## src/rtl/cpu_pkg.sv

```systemverilog
`default_nettype none
// ============================================================================
//  Module      : cpu_pkg
//  Description : Shared constants and types for the 16-bit unpipelined CPU.
//                Holds the fetch FSM state type, instruction field positions,
//                the PC step size and the opcode constants that fetch and
//                control both decode against.
//  Revision    : 1.0  initial release
// ============================================================================
package cpu_pkg;

    localparam int INSTR_W    = 16;
    localparam int OPCODE_MSB = 15;
    localparam int OPCODE_LSB = 11;
    localparam int OPCODE_W   = OPCODE_MSB - OPCODE_LSB + 1;
    localparam int PC_STEP    = 2;

    localparam logic [OPCODE_W-1:0] OPC_HALT = 5'b00000;

    typedef enum logic [1:0] {
        ST_IDLE  = 2'd0,
        ST_FETCH = 2'd1,
        ST_ISSUE = 2'd2,
        ST_HALT  = 2'd3
    } fetch_state_t;

    function automatic logic [OPCODE_W-1:0] get_opcode(input logic [INSTR_W-1:0] word);
        return word[OPCODE_MSB:OPCODE_LSB];
    endfunction

endpackage
`default_nettype wire

```

## src/rtl/pc_reg.sv

```systemverilog
`default_nettype none
// ============================================================================
//  Module      : pc_reg
//  Description : Program counter register with load / increment controls and
//                a pending-redirect latch that parks a branch target until the
//                fetch FSM is able to apply it.
//  Ports       : clk, rst_n          clock, async active-low reset
//                i_load, i_load_pc   load PC with a new address (wins over inc)
//                i_inc               advance PC by one instruction
//                i_pend_set/i_pend_pc  capture a redirect target (last wins)
//                i_pend_clr          drop the pending target
//                o_pc, o_pc_inc      current PC and PC + step (wraps)
//                o_pend_valid/o_pend_pc  pending redirect state
//  Revision    : 1.0  initial release
// ============================================================================
module pc_reg
    import cpu_pkg::*;
#(
    parameter int              PC_W     = 16,
    parameter logic [PC_W-1:0] RESET_PC = '0
) (
    input  logic            clk,
    input  logic            rst_n,
    input  logic            i_load,
    input  logic [PC_W-1:0] i_load_pc,
    input  logic            i_inc,
    input  logic            i_pend_set,
    input  logic [PC_W-1:0] i_pend_pc,
    input  logic            i_pend_clr,
    output logic [PC_W-1:0] o_pc,
    output logic [PC_W-1:0] o_pc_inc,
    output logic            o_pend_valid,
    output logic [PC_W-1:0] o_pend_pc
);

    logic [PC_W-1:0] r_pc;
    logic            r_pend_valid;
    logic [PC_W-1:0] r_pend_pc;
    logic [PC_W-1:0] w_pc_inc;

    // Natural modulo-2^PC_W wrap: 16'hFFFE + 2 = 16'h0000.
    assign w_pc_inc = r_pc + PC_W'(PC_STEP);

    always_ff @(posedge clk or negedge rst_n) begin
        if (!rst_n) begin
            r_pc         <= RESET_PC;
            r_pend_valid <= 1'b0;
            r_pend_pc    <= '0;
        end else begin
            if (i_load) begin
                r_pc <= i_load_pc;
            end else if (i_inc) begin
                r_pc <= w_pc_inc;
            end

            // A fresh target always replaces an older one.
            if (i_pend_set) begin
                r_pend_valid <= 1'b1;
                r_pend_pc    <= i_pend_pc;
            end else if (i_pend_clr) begin
                r_pend_valid <= 1'b0;
            end
        end
    end

    assign o_pc         = r_pc;
    assign o_pc_inc     = w_pc_inc;
    assign o_pend_valid = r_pend_valid;
    assign o_pend_pc    = r_pend_pc;

endmodule
`default_nettype wire

```

## src/rtl/fetch_unit.sv

```systemverilog
`default_nettype none
// ============================================================================
//  Module      : fetch_unit
//  Description : Instruction fetch stage. Owns the PC, runs a req/ack read
//                against instruction memory, and presents one instruction
//                (word + opcode + PC) to decode. Handles redirects, downstream
//                stall, and stops for good after a HALT is issued.
//  Ports       : clk, rst_n                       clock, async active-low reset
//                imem_req/imem_addr/imem_ack/imem_rdata  memory handshake
//                redirect_valid/redirect_pc       taken branch / jump target
//                stall                            decode not ready
//                instr_valid/instr/opcode/pc/pc_inc  issued instruction
//                halted                           HALT issued, fetch stopped
//  Revision    : 1.0  initial release
// ============================================================================
module fetch_unit
    import cpu_pkg::*;
#(
    parameter int                  PC_W     = 16,
    parameter logic [PC_W-1:0]     RESET_PC = 16'h0000,
    parameter logic [OPCODE_W-1:0] HALT_OP  = OPC_HALT
) (
    input  logic                clk,
    input  logic                rst_n,
    output logic                imem_req,
    output logic [PC_W-1:0]     imem_addr,
    input  logic                imem_ack,
    input  logic [INSTR_W-1:0]  imem_rdata,
    input  logic                redirect_valid,
    input  logic [PC_W-1:0]     redirect_pc,
    input  logic                stall,
    output logic                instr_valid,
    output logic [INSTR_W-1:0]  instr,
    output logic [OPCODE_W-1:0] opcode,
    output logic [PC_W-1:0]     pc,
    output logic [PC_W-1:0]     pc_inc,
    output logic                halted
);

    fetch_state_t         r_state;
    fetch_state_t         w_state_nxt;
    logic [INSTR_W-1:0]   r_instr;

    logic                 w_capture;
    logic                 w_load;
    logic [PC_W-1:0]      w_load_pc;
    logic                 w_inc;
    logic                 w_pend_set;
    logic                 w_pend_clr;
    logic                 w_pend_valid;
    logic [PC_W-1:0]      w_pend_pc;
    logic [PC_W-1:0]      w_pc;
    logic [PC_W-1:0]      w_pc_inc;
    logic [PC_W-1:0]      w_redir_tgt;
    logic [OPCODE_W-1:0]  w_opcode;

    // Instructions are half-word aligned; bit 0 of the target is dropped.
    assign w_redir_tgt = redirect_pc & ~PC_W'(1);
    assign w_opcode    = get_opcode(r_instr);

    pc_reg #(
        .PC_W     (PC_W),
        .RESET_PC (RESET_PC)
    ) u_pc_reg (
        .clk          (clk),
        .rst_n        (rst_n),
        .i_load       (w_load),
        .i_load_pc    (w_load_pc),
        .i_inc        (w_inc),
        .i_pend_set   (w_pend_set),
        .i_pend_pc    (w_redir_tgt),
        .i_pend_clr   (w_pend_clr),
        .o_pc         (w_pc),
        .o_pc_inc     (w_pc_inc),
        .o_pend_valid (w_pend_valid),
        .o_pend_pc    (w_pend_pc)
    );

    always_comb begin
        w_state_nxt = r_state;
        w_capture   = 1'b0;
        w_load      = 1'b0;
        w_load_pc   = w_redir_tgt;
        w_inc       = 1'b0;
        w_pend_set  = 1'b0;
        w_pend_clr  = 1'b0;
        case (r_state)
            ST_IDLE: begin
                w_state_nxt = ST_FETCH;
            end
            ST_FETCH: begin
                // A request in flight is always completed; a redirect seen
                // during it (or with the ack) turns the returned word into a
                // throw-away and re-fetches from the newest target.
                if (imem_ack) begin
                    if (redirect_valid) begin
                        w_load     = 1'b1;
                        w_load_pc  = w_redir_tgt;
                        w_pend_clr = 1'b1;
                    end else if (w_pend_valid) begin
                        w_load     = 1'b1;
                        w_load_pc  = w_pend_pc;
                        w_pend_clr = 1'b1;
                    end else begin
                        w_capture   = 1'b1;
                        w_state_nxt = ST_ISSUE;
                    end
                end else if (redirect_valid) begin
                    w_pend_set = 1'b1;
                end
            end
            ST_ISSUE: begin
                if (stall) begin
                    if (redirect_valid) begin
                        w_pend_set = 1'b1;
                    end
                end else if (w_opcode == HALT_OP) begin
                    w_pend_clr  = 1'b1;
                    w_state_nxt = ST_HALT;
                end else begin
                    w_pend_clr  = 1'b1;
                    w_state_nxt = ST_FETCH;
                    if (redirect_valid) begin
                        w_load    = 1'b1;
                        w_load_pc = w_redir_tgt;
                    end else if (w_pend_valid) begin
                        w_load    = 1'b1;
                        w_load_pc = w_pend_pc;
                    end else begin
                        w_inc = 1'b1;
                    end
                end
            end
            ST_HALT: begin
                w_state_nxt = ST_HALT;
            end
            default: begin
                w_state_nxt = ST_IDLE;
            end
        endcase
    end

    always_ff @(posedge clk or negedge rst_n) begin
        if (!rst_n) begin
            r_state <= ST_IDLE;
            r_instr <= '0;
        end else begin
            r_state <= w_state_nxt;
            if (w_capture) begin
                r_instr <= imem_rdata;
            end
        end
    end

    // Decoded straight from the state register so reset drops req at once.
    assign imem_req    = (r_state == ST_FETCH);
    assign imem_addr   = w_pc;
    assign instr_valid = (r_state == ST_ISSUE);
    assign halted      = (r_state == ST_HALT);
    assign instr       = r_instr;
    assign opcode      = w_opcode;
    assign pc          = w_pc;
    assign pc_inc      = w_pc_inc;

endmodule
`default_nettype wire

```

## config.mk

```make
export PLATFORM = sky130hd
export DESIGN_NAME = fetch_unit
export DESIGN_NICKNAME = d
export VERILOG_FILES = /design/src/rtl/cpu_pkg.sv /design/src/rtl/pc_reg.sv /design/src/rtl/fetch_unit.sv
export SDC_FILE = /design/constraint.sdc
export NUM_CORES = 1
export LEC_CHECK = 0
export ABC_AREA = 0
export CAP_MARGIN = 20
export CORE_MARGIN = 10
export CORE_UTILIZATION = 45
export DETAILED_ROUTE_END_ITERATION = 12
export HOLD_SLACK_MARGIN = 0.03
export PLACE_DENSITY = 0.84
export SLEW_MARGIN = 20
export SYNTH_ARGS = -nofsm -noshare
export SYNTH_HDL_FRONTEND = slang
export SYNTH_HIERARCHICAL = 1
export SYNTH_SLANG_ARGS = --single-unit
```

## constraint.sdc

```tcl
create_clock -name clk -period 2.3 [get_ports clk]
set_input_delay 0.23 -clock clk [delete_from_list [all_inputs] [get_ports clk]]
set_output_delay 0.23 -clock clk [all_outputs]
set_load 0.02 [all_outputs]
```

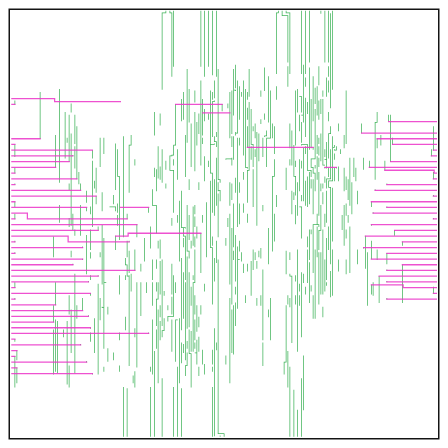
(images/wires.png)
Two of the layers only.
Key: green = metal 2 [wire length 3440 µm]; magenta = metal 3 [wire length 971 µm]
gr usage total: 13.8%
via count: 2356

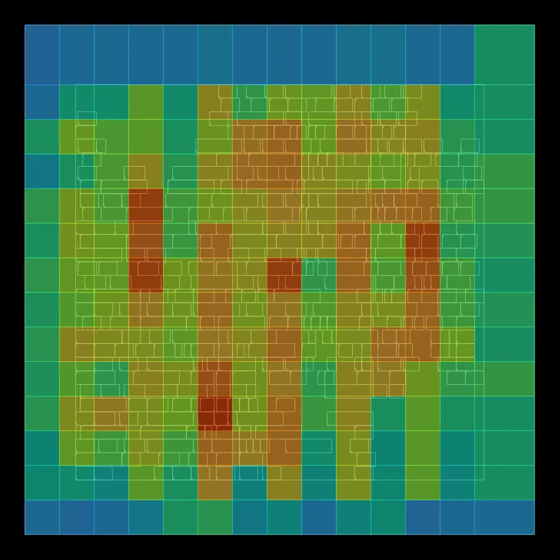
(images/congestion.png)
Wirelength per Cell: 16.2 µm
M2 GR Usage: 22.7%
met3 Use GR: 7.49%
grt met1 use: 15.2%
GRT Max-Usage Layer: met2

logic make-up (layout without fill, tap and decap cells):
group	after synthesis	in the layout	share of synthesized area, %
other	1	1	0.125
muxes	35	35	13.1
xor gates and xnor gates	27	27	7.88
AOI/OAI and AO/OA	43	43	10.3
buffers and inverters	43	146	10.9
DFF	51	51	42.6
and+or+nand+nor	67	67	13.1
adders and majority gates	5	5	2.09
power breakdown:
part	total [µW]	internal, µW	switching, µW
Combinational	3290	1630	1660
Clock	624	324	300
Sequential	1690	1320	373
state kept, by name, summed over array words and instances, names as in the netlist:
name                   count
u_pc_reg/o_pend_pc        16
r_state                    2
u_pc_reg/o_pc             16
u_pc_reg/o_pend_valid      1
instr                     16
repair_timing:
item / CTS / global route
hold buffers: 1 / 0
gates resized: 13 / 8
setup endpoints to repair: 10 / 14
hold endpoints to repair: 19 / 0
setup buffers: 0 / 3
gates cloned: 0 / 0
per-stage QoR:
| step | hold WS [ns] | total power [µW] | std cells | setup slack, ns | instance area, µm² |
|---|---|---|---|---|---|
| 2_1_floorplan | -0.0656 | 3710 | 272 | 0.114 | 3000 |
| 3_3_place_gp | 0.199 | 4940 | 440 | 0.127 | 4030 |
| 3_5_place_dp | 0.199 | 5040 | 440 | 0.122 | 4030 |
| 4_1_cts | 0.398 | 5640 | 449 | 0.0174 | 4150 |
| 5_1_grt | 0.443 | 5960 | 452 | 0.00304 | 4210 |
| 6_report | 0.388 | 5610 | 452 | 0.0768 | 4210 |
worst paths after layout:
check / from / endpoint / slack [ns] / cells after the start
worst max-delay path: u_pc_reg/o_pc[13] / pc_inc[14] / 0.08 / 5
worst min-delay path: rst_n / instr[11] / 0.39 / 2
worst max register to register: r_state[0] / u_pc_reg/o_pc[15] / 0.21 / 9
worst min register to register: instr[4] / instr[4] / 0.49 / 1
max in group asynchronous: rst_n / u_pc_reg/o_pc[3] / 1.14 / 3
min in group clk: instr[4] / instr[4] / 0.49 / 1
metal layers:
metal / vias up / GRT usage [%] / wire length [µm]
li1: 1137 / - / -
met1: 1131 / 15.2 / 2900
met2: 86 / 22.7 / 3440
met3: 2 / 7.49 / 970
met4: 0 / 3.96 / 25
met5: - / 0 / 0
cells in the mapped netlist (7+ instances only):
| cell | count |
|---|---|
| dfrtp_1 | 51 |
| buf_4 | 25 |
| nor2_1 | 7 |
| xor2_1 | 15 |
| xnor2_1 | 12 |
| nand2_1 | 21 |
| o21ai_0 | 12 |
| nand3_1 | 7 |
| mux2_2 | 19 |
| nand4_1 | 7 |
| mux2_1 | 15 |
| a22o_1 | 15 |
cell type report:
cell class,instances,share of cell area [%]
Timing Repair Buffer,132,29.8
Sequential cell,51,30.5
Clock inverter,3,1.04
Multi-Input combinational cell,178,34.2
Inverter,6,0.535
Tap cell,77,2.29
Clock buffer,5,1.64
worst reg2reg max path: cells and delay by family, from the launching register on:
| kind | cells | cell delay [ns] |
|---|---|---|
| xor+xnor | 1 | 0.11 |
| fa+ha+maj | 1 | 0.22 |
| buf+inv | 2 | 0.30 |
| flops | 1 | 0.45 |
| mux | 1 | 0.27 |
| simple gates | 4 | 0.65 |
==> notes.md <==
fresh numbers from the pnr run: ys cells=272, status=complete, no violations, CTS tree=done, chip height=102 µm, gr ovfl total=0, # IOs=~110, asr flop ratio synth=100%, Crit Path Class=flip-flop to output pin, Clk pin slew, worst setup/hold paths=approximately 0.090 ns, setup TNS=0 ns, clk ins delay skew pair=0.30 ns, worst vdd ir=1.02 mV, slowest stage delay, CP=0.44 ns, Cell Type Count=between 40 and 50, row cnt=29, Leakage Power=0.00179 µW, Vias per Instance=about 5.2, CP top delay family=simple AND/OR/NAND/NOR gates, register share after synthesis=between 40% and 50%, final core utilization=65.5%, number of global-route vias before repair=about 2400, CP max FO=5, top cells, area=dfrtp_1 43%, mux2_2 7.1%, buf_4 6.3%, YS chip area=roughly 3000 µm², DIE WIDTH=102 µm, Fin. Hold Viols=0, initial antenna violation count=0, Filler cells=slightly below 500, register area=roughly 1300 µm², Worst Path Required=around 2.1 ns
Power figures rest on the tool's default switching activity, not on a simulated workload.
